--- src/rtl/mem_arb_pkg.sv ---
// mem_arb_pkg: shared types and constants for the fetch/data memory arbiter
package mem_arb_pkg;
    typedef enum logic [1:0] {OWN_NONE, OWN_IF, OWN_D_RD, OWN_D_WR} rsp_owner_e;
    localparam int WAIT_CNT_W = 4;
endpackage

--- src/rtl/imem_dmem_arbiter.sv ---
// imem_dmem_arbiter: shares one synchronous memory between fetch and data ports, data priority with starvation guard
module imem_dmem_arbiter
    import mem_arb_pkg::*;
#(
    parameter int ADDR_W   = 32,
    parameter int DATA_W   = 32,
    parameter int MAX_WAIT = 4
) (
    input  logic                clk,
    input  logic                rst,
    input  logic                if_req_valid,
    output logic                if_req_ready,
    input  logic [ADDR_W-1:0]   if_req_addr,
    output logic                if_rsp_valid,
    output logic [DATA_W-1:0]   if_rsp_data,
    input  logic                d_req_valid,
    output logic                d_req_ready,
    input  logic                d_req_we,
    input  logic [ADDR_W-1:0]   d_req_addr,
    input  logic [DATA_W-1:0]   d_req_wdata,
    input  logic [DATA_W/8-1:0] d_req_be,
    output logic                d_rsp_valid,
    output logic [DATA_W-1:0]   d_rsp_rdata,
    output logic                mem_en,
    output logic                mem_we,
    output logic [DATA_W/8-1:0] mem_be,
    output logic [ADDR_W-1:0]   mem_addr,
    output logic [DATA_W-1:0]   mem_wdata,
    input  logic [DATA_W-1:0]   mem_rdata
);
    logic [WAIT_CNT_W-1:0] wait_cnt;
    rsp_owner_e rsp_owner, nxt_owner;
    logic force_if, grant_if, grant_d;
    always_comb begin
        force_if = wait_cnt == WAIT_CNT_W'(MAX_WAIT);
        grant_if = !rst && if_req_valid && (!d_req_valid || force_if);
        grant_d = !rst && d_req_valid && !grant_if;
        if_req_ready = grant_if;
        d_req_ready = grant_d;
        mem_en = grant_if || grant_d;
        mem_we = grant_d && d_req_we;
        mem_be = mem_we ? d_req_be : mem_en ? '1 : '0;
        mem_addr = grant_d ? d_req_addr : grant_if ? if_req_addr : '0;
        mem_wdata = mem_we ? d_req_wdata : '0;
        nxt_owner = grant_if ? OWN_IF : grant_d ? (d_req_we ? OWN_D_WR : OWN_D_RD) : OWN_NONE;
        if_rsp_valid = !rst && rsp_owner == OWN_IF;
        if_rsp_data = if_rsp_valid ? mem_rdata : '0;
        d_rsp_valid = !rst && (rsp_owner == OWN_D_RD || rsp_owner == OWN_D_WR);
        d_rsp_rdata = (!rst && rsp_owner == OWN_D_RD) ? mem_rdata : '0;
    end
    always_ff @(posedge clk) begin
        rsp_owner <= rst ? OWN_NONE : nxt_owner;
        wait_cnt <= (rst || !if_req_valid || grant_if) ? '0 :
                    force_if ? wait_cnt : wait_cnt + WAIT_CNT_W'(1);
    end
endmodule

--- config.mk ---
export PLATFORM = sky130hd
export DESIGN_NAME = imem_dmem_arbiter
export DESIGN_NICKNAME = d
export VERILOG_FILES = /design/src/rtl/mem_arb_pkg.sv /design/src/rtl/imem_dmem_arbiter.sv
export SDC_FILE = /design/constraint.sdc
export NUM_CORES = 1
export LEC_CHECK = 0
export ABC_AREA = 1
export CORE_AREA = 8 8 100 102
export DETAILED_ROUTE_END_ITERATION = 8
export DIE_AREA = 0 0 108 110
export GPL_TIMING_DRIVEN = 1
export HOLD_SLACK_MARGIN = 0.15
export PLACE_DENSITY = 0.76
export SYNTH_ARGS = -nofsm -noshare
export SYNTH_HDL_FRONTEND = slang
export SYNTH_SLANG_ARGS = --single-unit
--- constraint.sdc ---
create_clock -name clk -period 3.74 [get_ports clk]
set_input_delay 0.748 -clock clk [delete_from_list [all_inputs] [get_ports clk]]
set_output_delay 0.748 -clock clk [all_outputs]
set_load 0.005 [all_outputs]
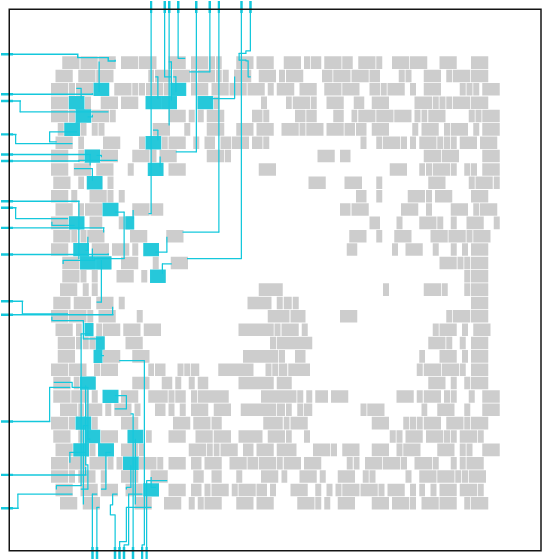
**Above:** run 1 (wires at chosen ports, followed through buffers).
cyan -> `mem_addr`  # bits 32, direction output, edge 15 west, 9 north, 8 south, end cells 32, buffers 32, wire 974 µm
number of top-level pins: 275
buffers added on ports: 274

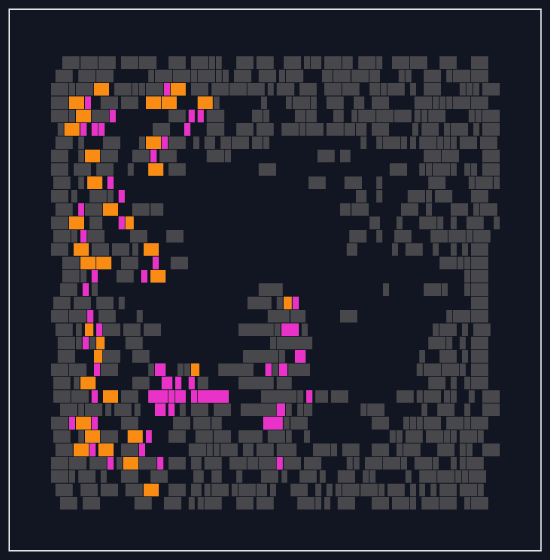
**Above:** run 1 (gate-type map).
orange -> inverting AOI/OAI gates  # cells 34, most used o21ai_2, where a column on the left
magenta -> NAND gates  # cells 52, most used nand2_1
final non-filler cell total: 698
multi-input gate share of the layout cell area: 22.7%
most common library cell in the layout ignoring fill and taps: sky130_fd_sc_hd__clkdlybuf4s50_1

==> notes.md, run 1 <==
Physical implementation.

- Counting flops and latches in the post-synthesis netlist gives 6.
- After detailed routing, the number of remaining DRC violations is 0.
- The clock insertion delay at the later pin of the skew report is 0.22 ns.
- Synthesis instantiated 22 different standard cells from the library.
- STA lists the startpoint of the worst hold path as wait_cnt[0].
- The beginning of the critical path is rst.
- Once detail routing completed, the nets flagged for antenna violations numbered 0.
- The worst setup path is captured at an output port.
- The number of gates resized after CTS was 0.
- The HPWL after detailed placement is 9150 µm.
- The via count of the first global-routing pass is 2,848.
- Cells fill 53.5% of the core in the end.
- Of the synthesized area, sequential elements account for 7.01%.
- Walking the critical path from launch to capture passes 7 cell instances.
- Summing every instance area after synthesis gives 1710 µm².
- The worst hold slack across all endpoints is 0.480 ns.
- The final hold violation count is 0.
- The count of buffering cells on the critical path with inverters included is 3.
- The worst reg2reg path endpoint is rsp_owner[0].
- At the end of the flow, the number of nets in the layout was 731.
- The clock transition time at the flip-flop clock pins of the worst setup and hold paths is 0.03 ns.
- Endpoints with negative setup slack in the final report add up to 0.
- Per the STA report, the cell with the highest stage delay on the worst path is sky130_fd_sc_hd__clkdlybuf4s50_1.
- Timing would allow up to 289 MHz.
- The total nets after synthesis is 463.
- For the worst reg-to-reg path, the startpoint reported by OpenROAD is wait_cnt[0].
- The Yosys step of the flow raised 0 warnings.
- Per the OpenROAD power report, leakage power amounts to 2.10 nW.
- The highest cell delay on the worst timing path is 0.49 ns.
- The final antenna diode count is 0.
- The floorplan die area is 11,900 µm².
- The stat command in Yosys gives a chip area of 1710 µm².
- TritonCTS built the clock tree.
- The report lists the cells along the critical path as clkdlybuf4s50_1 -> nor2_1 -> nand2_4 -> nand2_4 -> buf_4 -> o21ai_2 -> clkdlybuf4s50_1.
- The most common logic cells in the final layout are sky130_fd_sc_hd__clkdlybuf4s50_1, sky130_fd_sc_hd__inv_1, sky130_fd_sc_hd__nor2_1, sky130_fd_sc_hd__nand2_1.
- For the final database, setup skew stands at 0.000272 ns.
- The total count of max-transition violations in the final report is 0.
- The ratio of total power to cell area is 118 nW/µm².
- The layout summary lists the proportion of cells stronger than drive strength 1 as 11.9%.
- The worst setup path is of the in -> out kind.
- The largest fanout on the critical path is 20.
- The script logs the ratio of routed vias to standard cells as 3.95.
- The clock root buffer master is sky130_fd_sc_hd__clkbuf_8.
- The die is 110 µm tall.
- The path category of the worst min-delay check is reg -> reg.
- In this run, post-CTS hold repair placed 0 buffers.
- Counting I/O delays and the setup requirement, the final critical path takes 3.46 ns.
- At the worst endpoint, the arrival time is 2.71 ns.
- Counting the buffers created by CTS gives 3.
- The effective utilization at floorplan is 20.2%.
- The final timing summary puts the cycle share of the worst path at 92.6%.
- The post-route total power is 0.000534 W.
- The final estimated routing congestion in global placement is 0.790.
- Setup repair after global routing left no endpoint under its margin.
- The required time of the critical path is 2.99 ns.
- The worst setup slack for register-to-register paths is 2.17 ns.
- Fill cells in the final layout number 830.
- The CTS log lists the clock sinks for this run as 6.
- Per the CTS log, the maximum H-tree level is 1.
- Counting tap cells, the placed design contains a total of 695 instances.
- The synthesized instance count is 324.
- The run finished with clean final reports.
- The number of maximum-capacitance constraint violations is 0.
- Entering global routing, the biggest net connects 34 pins.
- The worst ir drop on vdd is 0.0000665 V.
- The initial antenna violation count is 0.
- In this run the worst setup path terminates at mem_addr[17].
- The largest buffer count on any clock path is 2.
- The tightest slew margin relative to the limit is 66.2%.
- After detailed routing, the total wire length is 10,000 µm.
- The depth of the worst register-to-register path is 8.
- Per the post-synthesis stats, the area per cell is 5.29 µm².
- The die is 108 µm wide.
- On the critical path the largest part of the delay comes from buffers and inverters.
- At the pin with the least slew margin, the transition time is 0.506 ns.
- The region available for standard cell placement spans 8470 µm².
- The number of rows created at floorplan is 34.
- The area growth from synthesis to layout is 164%.
- The number of setup buffers added after CTS is 0.
- In the log, the iteration count for the first detailed-route pass is 4.
- The logs give a warning total of 27.
- The first global-routing pass estimated 14,500 µm of wire.
- After routing, the total negative slack on setup checks comes to 0 ns.
- After the first detailed-routing iteration, the DRC count stood at 105.
- STA classifies the critical path startpoint as a primary input.
- The total congestion overflow is 0.
- Yosys stat counts 324 cells in the synthesized netlist.
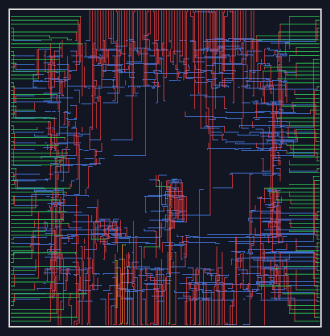
**Above:** run 1 (routed metal, one colour a layer).
green -> met3  # wire length 1,500 µm
red -> met2  # wire length 5,160 µm
blue -> met1  # wire length 3,240 µm
orange -> met4  # wire length 134 µm
overall fraction of global-route tracks in use: 15.2%
final routed wire length divided by cell count: 14.4 µm
routed vias: 2,755

run 1: registers in the layout (all words and copies together) (netlist names):
name,cells
rsp_owner,2
wait_cnt,4
run 1: synthesized netlist by cell type:
master                    count  area (µm²)
sky130_fd_sc_hd__a21oi_1      1        5.00
sky130_fd_sc_hd__buf_2        3        15.0
sky130_fd_sc_hd__buf_6       12         135
sky130_fd_sc_hd__dfxtp_1      6         120
sky130_fd_sc_hd__ha_1         2        25.0
sky130_fd_sc_hd__inv_1      108         405
sky130_fd_sc_hd__inv_2        1        3.75
sky130_fd_sc_hd__inv_4        1        6.26
sky130_fd_sc_hd__nand2_1     41         154
sky130_fd_sc_hd__nand2_4      2        22.5
sky130_fd_sc_hd__nand3_1      2        10.0
sky130_fd_sc_hd__nand3_2      1        10.0
sky130_fd_sc_hd__nand3_4      1        17.5
sky130_fd_sc_hd__nand4_1      5        31.3
sky130_fd_sc_hd__nor2_1      73         274
sky130_fd_sc_hd__nor2_2      28         175
sky130_fd_sc_hd__nor2_4       1        11.3
sky130_fd_sc_hd__nor3_1       1        5.00
sky130_fd_sc_hd__o21ai_0      5        25.0
sky130_fd_sc_hd__o21ai_2     28         245
sky130_fd_sc_hd__xnor2_1      1        8.76
sky130_fd_sc_hd__xor2_1       1        8.76
run 1: kinds of logic (layout without fill, tap and decap cells):
group           Yosys count  in the layout  synth area share (%)
compound gates           34             34                  16.1
xor+xnor                  2              2                  1.02
fa+ha+maj                 2              2                  1.46
buf+inv                 125            391                  33.0
flops                     6              6                  7.01
simple gates            155            155                  41.5
run 1: layout make-up:
type	count	area, µm²	share of cell area (%)
flip-flops and latches	6	120	2.65
inverters	110	415	9.18
well taps	108	135	2.99
clock buffers	3	41.3	0.912
repair buffers	278	2790	61.5
multi-input cells	193	1030	22.7
run 1: where the power goes:
group / switching, W / internal, W / leakage, nW
registers: 0.00000107 / 0.0000664 / 0.0490
logic: 0.000130 / 0.000242 / 2.03
clock network: 0.0000264 / 0.0000690 / 0.0216
total: 0.000157 / 0.000377 / 2.10
run 1: per-layer routing:
layer	track usage (%)	vias to the layer above	routed length, µm
li1	-	1433	-
met1	13.7	1138	3240
met2	28.8	174	5160
met3	7.85	10	1500
met4	4.56	0	133
met5	0	-	0
run 1: through the flow:
| step | instance area, µm² | worst slack, ns |
|---|---|---|
| 2_1_floorplan | 1710 | 1.55 |
| 3_5_place_dp | 4480 | 0.249 |
| 5_1_grt | 4530 | 0.107 |
| 3_3_place_gp | 4480 | 0.300 |
| 4_1_cts | 4530 | 0.235 |
| 6_report | 4530 | 0.278 |
run 1: how the worst min path moves through the flow:
stage                             end  cells after the start
final                     wait_cnt[0]                      1
after global routing      wait_cnt[0]                      1
after CTS                 wait_cnt[0]                      1
after floorplan           wait_cnt[0]                      1
after detailed placement  wait_cnt[0]                      1
after global placement    wait_cnt[0]                      1
## Run 2: what changed since run 1
Settings changed: CTS_CLUSTER_SIZE set to 25, REMOVE_ABC_BUFFERS set to 1, TNS_END_PERCENT set to 50.
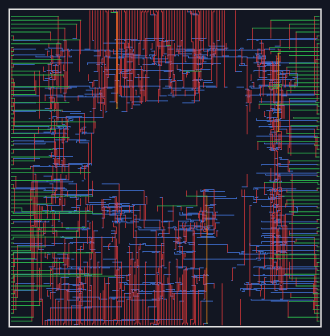
**Above:** run 2 (routed metal, one colour a layer).
green -> met3  # wire length 1,530 µm
red -> met2  # wire length 5,150 µm
blue -> met1  # wire length 3,320 µm
orange -> met4  # wire length 105 µm
overall fraction of global-route tracks in use: 15.2%
WL final: 10,100 µm

==> notes.md, run 2 <==
Physical implementation.

- For the worst min-delay path, the startpoint reported by OpenROAD is wait_cnt[0].
- The flip-flop count of the largest register, all copies and words added is 4.
- Ranked by instance count, the synthesized netlist is headed by sky130_fd_sc_hd__inv_1, sky130_fd_sc_hd__nor2_1, sky130_fd_sc_hd__nand2_1.
- The synthesized netlist has a Yosys-reported chip area of 1710 µm².
- The HPWL after detailed placement is 9190 µm.
- The top cell type by area accounts for 23.6% of the synthesized area.
- For this design the ratio of total power to cell area is 118 nW/µm².
- The layout stage reports a final design area of 4530 µm².
- The detail route stage leaves a number of antenna-violating nets equal to 0.
- STA lists the endpoint of the worst register-to-register path as rsp_owner[1].
- The run finished with clean final reports.
- The combinational fraction of design power is 69.6%.
- The synthesized instance count is 324.
- The arrival time of data at the worst endpoint is listed as 2.70 ns.
- The worst path needs 3.45 ns of the cycle, external delays included.
- The quantity of gates resized following cts is 0.
- The top cell types in the final layout, fill and taps aside, are sky130_fd_sc_hd__clkdlybuf4s50_1, sky130_fd_sc_hd__inv_1, sky130_fd_sc_hd__nor2_1, sky130_fd_sc_hd__nand2_1.
- The count of H-tree levels built during CTS is 1.
- The routed length per instance is 14.5 µm.
- The share of synthesized area occupied by flip-flops and latches is 7.01%.
- The total count of max-transition violations in the final report is 0.
- The wire length of the first global-routing pass is 14,400 µm.
- The placed cell area is 4490 µm².
- The die width is 108 µm.
- The cell-internal power is 0.000378 W.
- Looking at the post-CTS report, the setup buffer insertion count equals 0.
- The routed wirelength on the met1 layer is recorded as 3320 µm.
- The critical path startpoint category is a primary input.
- The effective utilization at floorplan is 20.2%.
- The most repeated cell in the gate-level netlist after synthesis is sky130_fd_sc_hd__inv_1.
- The number of rows created at floorplan is 34.
- The largest fanout on the critical path is 33.
- The initial detailed-routing violation count is 54.
- The tool flagged a number of max-cap violations equal to 0.
- The quantity of I/O buffers inserted on ports is 274.
- The DRC violation total left in the routed layout is recorded as 0.
- Summed over all nets, the switching power comes to 0.000158 W.
- Routability-driven placement finished with a final weighted congestion of 0.861.
- The register name with the most flops is wait_cnt.
- For reference, the clock transition at the flip-flops on the worst setup and hold paths is 0.04 ns.
- The endpoint of the worst hold path is wait_cnt[0].
- The routed wire length on met3 is 1530 µm.
- Each instance of the synthesized netlist takes up on average 5.29 µm².
- The floorplan die area is 11,900 µm².
- The synthesis stat section lists a flop and latch total of 6.
- Recorded from the global router log, the overflow total was 0.
- The leading register cell type out of synthesis is sky130_fd_sc_hd__dfxtp_1.
- The number of cells on the worst reg-to-reg path is 8.
- The number of cells in the yosys synthesis report is 324.
- The initial antenna violation count was 0.
- Per report_power, the clock group accounts for 17.8% of the total.
- By startpoint and endpoint, the worst setup path is classified as in -> out.
- At the end of the flow, the number of nets in the layout was 732.
- The clock root buffer master is sky130_fd_sc_hd__clkbuf_8.
- Across all checked pins, the minimum headroom to the slew limit is 65.1%.
- The post-route clock skew is 0.00412 ns.
- Setup repair after global routing left no endpoint under its margin.
- Per the synthesis report, the number of distinct cell types is 22.
- The synthesized design contains 0 enable-type register cells.
- The stage logs contain a warning count of 26.
- The clock tree from TritonCTS is yes.
- The total negative setup slack is 0 ns.
- The vertical die dimension reported for this design is 110 µm.
- The largest registers in the layout are wait_cnt (4), rsp_owner (2).
- The floorplan step defined a core boundary enclosing 8470 µm².
- Entering global routing, the biggest net connects 35 pins.
- Summed over all nets, wire length on met2 after detailed routing comes to 5150 µm.
- Switching power as a fraction of the total was reported as 29.5%.
- The proportion of synthesized flip-flops having asynchronous set or reset is 0%.
- The layout has 797 filler cells.
- sky130_fd_sc_hd__inv_1 takes more of the synthesized area than any other cell.
- The leakage component of the power was reported as 2.11 nW.
- The area growth from synthesis to layout is 164%.
- The worst hold path depth is 1.
- Per the skew report, the later register of the worst-skew pair sees a clock latency of 0.22 ns.
- The final antenna diode count is 0.
- Leaving out fill and tap cells, the most frequent cell in the layout is sky130_fd_sc_hd__clkdlybuf4s50_1.
- The total I/O pin count is 275.
- The final critical path takes up 92.2% of the cycle.
- Looking at the reg2reg group, the worst path starts from wait_cnt[0].
- Buffers inserted to repair hold after CTS numbered 0.
- Counting the warning lines in the Yosys log gives 0.
- The largest buffer count on any clock path is 2.
- The first detailed-routing pass ran for 4 iterations.
- The share of final-layout standard cells stronger than drive strength 1 is 12.0%.
- The via-per-instance ratio is 4.00.
- The worst setup slack for register-to-register paths is 2.24 ns.
- The highest clock rate is 290 MHz.
- The mapped netlist covers 1710 µm².
- From the final report, the count of setup violators was given as 0.
- The endpoint class of the critical path is an output port.
- IR analysis of the VDD net gives a maximum drop of 0.0000661 V.
- The via count of the first global-routing pass is 2,800.
- Signal nets in the final route climb as high as met4.
- The synthesis report lists the most area-consuming cells as sky130_fd_sc_hd__inv_1, sky130_fd_sc_hd__nor2_1, sky130_fd_sc_hd__o21ai_2, sky130_fd_sc_hd__nor2_2, sky130_fd_sc_hd__nand2_1.
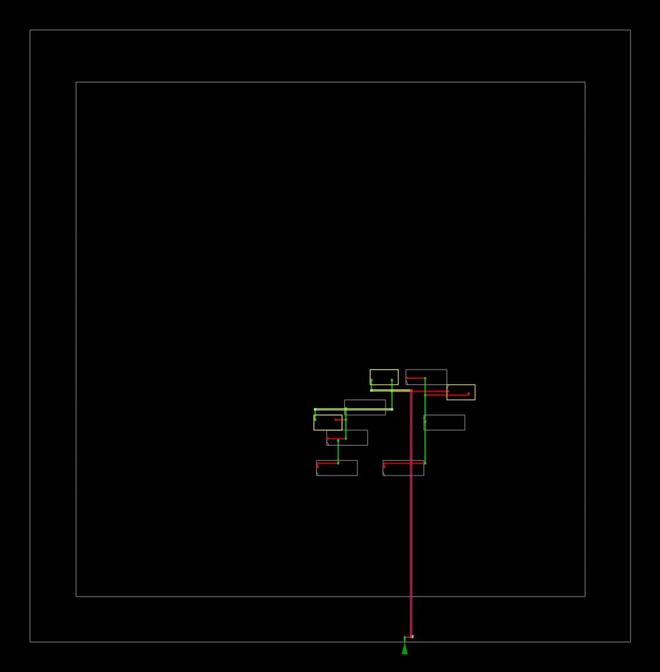
**Above:** run 2 (clock routing).
total number of clock tree sinks: 6
Flops: 6
cts bufs inserted: 3

-- run 2: cell counts after synthesis --
Identical to the previous run, type by type.
-- run 2: worst max-delay path, cell delays in order --
cell and delay, ns:
sky130_fd_sc_hd__clkdlybuf4s50_1 0.50, sky130_fd_sc_hd__nor2_1 0.27, sky130_fd_sc_hd__nand2_4 0.16, sky130_fd_sc_hd__inv_4 0.27, sky130_fd_sc_hd__nand2_1 0.10, sky130_fd_sc_hd__o21ai_0 0.08, sky130_fd_sc_hd__clkdlybuf4s50_1 0.56
-- run 2: power by group through the flow --
stage / registers (W) / clock network, W / logic [W]
finish: 0.0000674 / 0.0000957 / 0.000373
global route: 0.0000675 / 0.000105 / 0.000404
CTS: 0.0000673 / 0.0000996 / 0.000378
detailed placement: 0.0000683 / 0 / 0.000377
global placement: 0.0000682 / 0 / 0.000371
floorplan: 0.0000681 / 0 / 0.000101
-- run 2: routing by layer --
metal / GRT usage (%) / vias to the layer above
met2: 29.1 / 176
met4: 2.87 / 0
met1: 13.8 / 1183
li1: - / 1434
met5: 0 / -
met3: 8.55 / 6
-- run 2: cell families after synthesis --
logic type               after synthesis  synth area share [%]
AND-OR/OR-AND                         34                  16.1
XOR/XNOR                               2                  1.02
adder cells (fa/ha/maj)                2                  1.46
buffers and inverters                125                  33.0
flip-flops                             6                  7.01
AND/OR/NAND/NOR                      155                  41.5
-- run 2: worst max-delay path by stage --
| stage | startpoint | endpoint | slack, ns |
|---|---|---|---|
| floorplan | if_req_valid | mem_addr[0] | 1.39 |
| global placement | rst | mem_addr[2] | 0.30 |
| detailed placement | rst | mem_addr[0] | 0.28 |
| CTS | rst | mem_addr[0] | 0.27 |
| global route | rst | mem_addr[0] | 0.11 |
| finish | rst | mem_addr[0] | 0.29 |
-- run 2: metrics by stage --
| stage | utilization (%) | std cells | hold slack, ns | worst slack (ns) | total power, W |
|---|---|---|---|---|---|
| 6_report | 53.5 | 699 | 0.469 | 0.292 | 0.000536 |
| 2_1_floorplan | - | 309 | 0.430 | 1.39 | 0.000169 |
| 4_1_cts | 53.5 | 699 | 0.465 | 0.272 | 0.000545 |
| 3_3_place_gp | 53.1 | 696 | 0.438 | 0.303 | 0.000439 |
| 5_1_grt | 53.5 | 699 | 0.513 | 0.109 | 0.000576 |
| 3_5_place_dp | 53.1 | 696 | 0.456 | 0.275 | 0.000446 |
-- run 2: area by class of cell --
cell class	count	area (µm²)	area share (%)
multi-input combinational	193	1030	22.7
tap	108	135	2.98
timing repair buffer	279	2790	61.6
sequential	6	120	2.65
inverter	110	415	9.16
clock buffer	3	41.3	0.911
## Run 3: what changed since run 2
Settings changed: CAP_MARGIN set to 20, HOLD_SLACK_MARGIN 0.15 to unset.
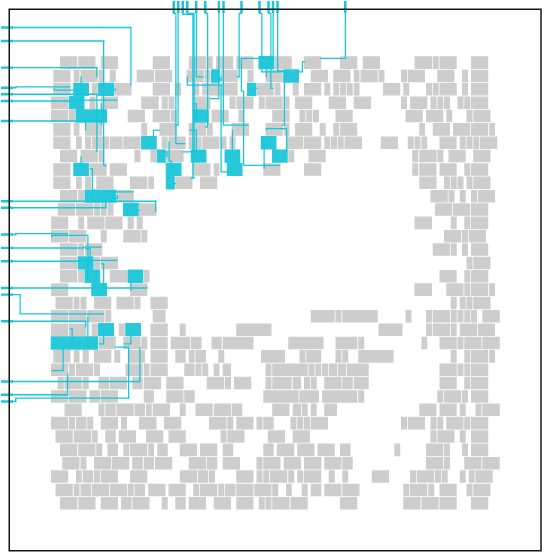
**Above:** run 3 (wires at chosen ports, followed through buffers).
cyan -> `mem_addr`  # bits 32, direction output, edge 18 west, 14 north, end cells 32, buffers 32, wire 945 µm

==> notes.md, run 3 <==
Physical implementation.

- The largest fanout on the critical path is 33.
- The number of maximum-capacitance constraint violations is 0.
- Per the post-synthesis stats, the area per cell is 5.29 µm².
- Post-CTS repair ended up resizing 0 cells.
- Overall routing resource usage recorded by global route was 15.2%.
- Once layout is complete, the utilization of the core stands at 53.5%.
- Per the synth stats, the proportion of register bits with asynchronous set or reset is 0%.
- On the worst path, the slowest cell contributes a delay of 0.56 ns.
- The share of synthesized area occupied by flip-flops and latches is 7.01%.
- The largest total area in the synthesized netlist belongs to sky130_fd_sc_hd__inv_1.
- The via-per-instance ratio is 4.00.
- Counting the buffers created by CTS gives 3.
- The final layout contains 732 nets.
- The total number of clock tree sinks is 6.
- The pin count of the biggest net entering global routing is 35.
- The synthesized design contains 0 enable-type register cells.
- The worst ir drop on vdd is 0.0000661 V.
- The share of the core area taken by cells at floorplan is 20.2%.
- The endpoint class of the critical path is an output port.
- STA reports the tightest min-delay check as being of type reg -> reg.
- Per the detail_route report, routed wire per instance is 14.5 µm.
- The synthesis report lists the Yosys warning total as 0.
- For the completed layout, the total cell area is recorded as 4530 µm².
- The leading register cell type out of synthesis is sky130_fd_sc_hd__dfxtp_1.
- The largest registers in the layout are wait_cnt (4), rsp_owner (2).
- In this run the power density over the cells is 118 nW/µm².
- The report puts the hold buffer count at CTS at 0.
- The end-of-flow timing check tallies setup violations at 0.
- The final hold violation count is 0.
- After synthesis, the most frequently instantiated cells are sky130_fd_sc_hd__inv_1, sky130_fd_sc_hd__nor2_1, sky130_fd_sc_hd__nand2_1.
- The largest buffer count on any clock path is 2.
- The most common cell after layout, fill and taps aside is sky130_fd_sc_hd__clkdlybuf4s50_1.
- Looking at the gate-level netlist, the highest instance count belongs to sky130_fd_sc_hd__inv_1.
- In this build the clock could be raised as far as 290 MHz.
- At the worst endpoint, the required time is 2.99 ns.
- The analysis attributes to cell leakage a power of 2.11 nW.
- Dividing the final minimum period by the clock period gives 92.2%.
- The total area inside the core boundary comes to 8470 µm².
- The share of the synthesized area in the top cell type is 23.6%.
- The cell area after technology mapping is 1710 µm².
- The total congestion overflow is 0.
- Per the repair_timing log after CTS, setup buffers inserted total 0.
- The final antenna diode tally reported by the flow is 0.
- The routed layout has 2,799 vias.
- The via count of the first global-routing pass is 2,800.
- The tree is rooted in a sky130_fd_sc_hd__clkbuf_8.
- Per STA, the library cell used most along the worst path is sky130_fd_sc_hd__clkdlybuf4s50_1.
- For this run, the chip area from Yosys synthesis comes to 1710 µm².
- The critical path in this run is classified as in -> out.
- The first global-routing pass estimated 14,400 µm of wire.
- Setup total negative slack on the finished layout was measured at 0 ns.
- Setup repair after global routing left no endpoint under its margin.
- The floorplan die area is 11,900 µm².
- The final estimated routing congestion in global placement is 0.861.
- On the reported timing paths, the clock transition at the registers reads 0.04 ns.
- The count of H-tree levels built during CTS is 1.
- The post-synth register bit count is 6.
- The number of inserted filler cells in the final layout is 797.
- In this run, distinct cell masters in the synthesized netlist total 22.
- In the layout the commonest cells are sky130_fd_sc_hd__clkdlybuf4s50_1, sky130_fd_sc_hd__inv_1, sky130_fd_sc_hd__nor2_1, sky130_fd_sc_hd__nand2_1.
- The clock tree from TritonCTS is yes.
- The flow ran to the end, and the final reports show no timing, DRC or antenna violations.
- The iteration count recorded for the first detailed-route pass is 4.
- The category of cells accounting for the largest share of critical-path delay is buffers and inverters.
- The number of antenna-violating nets in the routed design is 0.
- Per STA, the worst path is made up of clkdlybuf4s50_1 -> nor2_1 -> nand2_4 -> inv_4 -> nand2_1 -> o21ai_0 -> clkdlybuf4s50_1.
- The die is 110 µm tall.
- The critical path startpoint category is a primary input.
- Measured against its own limit, the worst slew margin works out to 65.1%.
- The placed cell area is 4490 µm².
- The count of buffering cells on the critical path with inverters included is 3.
- The count of unresolved DRC violations after routing is 0.
- The floorplan has 34 rows.
- The number of cells reported by Yosys stat comes to 324.
- The register with the most flip-flops in the final layout is wait_cnt.
- The main area contributors are sky130_fd_sc_hd__inv_1, sky130_fd_sc_hd__nor2_1, sky130_fd_sc_hd__o21ai_2, sky130_fd_sc_hd__nor2_2, sky130_fd_sc_hd__nand2_1.
- Across all register-to-register paths, the minimum setup slack is 2.24 ns.
- The layout summary lists the proportion of cells stronger than drive strength 1 as 12.0%.
- The register with the most flip-flops in the layout has 4 of them.
- The wire-length estimate of the detail-placed layout is 9190 µm.
- The data arrival time reported for the critical path is 2.70 ns.
- The area growth from synthesis to layout is 164%.
- The transition time at the pin with the least slew margin is 0.523 ns.
- According to the I/O placement log, the pin count is 275.
- The total wire length after detailed routing is 10,100 µm.
- Looking at the critical path, the single cell with the biggest stage delay is sky130_fd_sc_hd__clkdlybuf4s50_1.
- The number of warnings in the stage logs is 26.
- In the synthesized netlist, the number of instances is 324.
- The clock period minus worst slack is 3.45 ns.
- The die width is 108 µm.
- Pins over their slew limit in the final report were tallied at 0.
- The initial antenna violation count came to 0.
- The quantity of I/O buffers inserted on ports is 274.
- Per the log, the first TritonRoute iteration ended with a DRC count of 54.
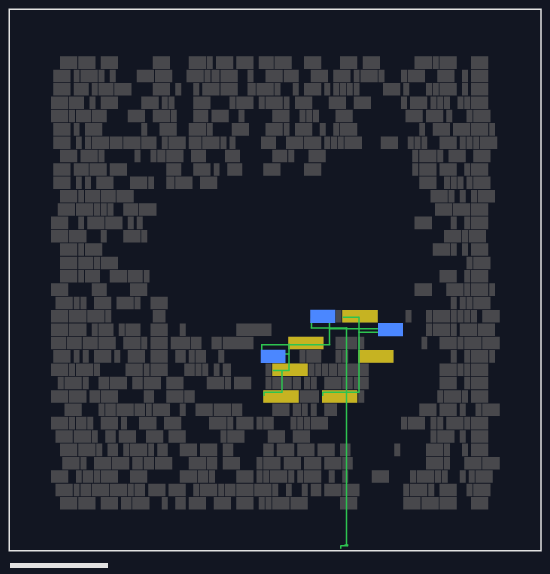
**Above:** run 3 (clock distribution).
Bar = 20 µm.
yellow -> flip-flops  # count 6
blue -> cells driving clock nets  # count 3
green -> clock wires  # length 141 µm
routed clock nets = 4
clock skew after layout: 0.00412 ns
clock group total power: 0.0000957 W
share of power burned in the clock network: 17.8%
clock latency reported for the late side of the worst-skew pair: 0.22 ns

## run 3: cell counts after synthesis
No cell type changed its count.
## run 3: power breakdown
group / internal [W] / switching (W)
sequential: 0.0000663 / 0.00000105
combinational: 0.000242 / 0.000131
clock: 0.0000690 / 0.0000266
total: 0.000378 / 0.000158
## run 3: per-stage QoR
| stage | setup slack, ns | total power (W) | cells | hold WS (ns) |
|---|---|---|---|---|
| 2_1_floorplan | 1.39 | 0.000169 | 309 | 0.430 |
| 3_3_place_gp | 0.303 | 0.000439 | 696 | 0.438 |
| 3_5_place_dp | 0.275 | 0.000446 | 696 | 0.456 |
| 4_1_cts | 0.272 | 0.000545 | 699 | 0.465 |
| 5_1_grt | 0.109 | 0.000576 | 699 | 0.513 |
| 6_report | 0.292 | 0.000536 | 699 | 0.469 |
## run 3: cell families (layout without fill, tap and decap cells)
| kind of cell | after synthesis | after routing | share of synthesized area (%) |
|---|---|---|---|
| buf+inv | 125 | 392 | 33.0 |
| flops | 6 | 6 | 7.01 |
| fa+ha+maj | 2 | 2 | 1.46 |
| xor+xnor | 2 | 2 | 1.02 |
| simple gates | 155 | 155 | 41.5 |
| compound gates | 34 | 34 | 16.1 |
## run 3: path summary, 6_finish.rpt
kind	start	to	cells after the start
max	rst	mem_addr[0]	7
min	wait_cnt[0]	wait_cnt[0]	1
max reg2reg	wait_cnt[0]	rsp_owner[1]	8
min reg2reg	wait_cnt[0]	wait_cnt[0]	1
## run 3: final cells by class
class	count	area, µm²	share of cell area, %
flip-flops and latches	6	120	2.65
clock buffers	3	41.3	0.911
inverters	110	415	9.16
multi-input cells	193	1030	22.7
well taps	108	135	2.98
repair buffers	279	2790	61.6
## run 3: per-layer routing
layer	part of all wire (%)	track usage, %	vias up
met2	51	29.1	176
met5	0	0	-
met1	33	13.8	1183
met3	15	8.55	6
li1	-	-	1434
met4	1.0	2.87	0
Power figures rest on the tool's default switching activity, not on a simulated workload.
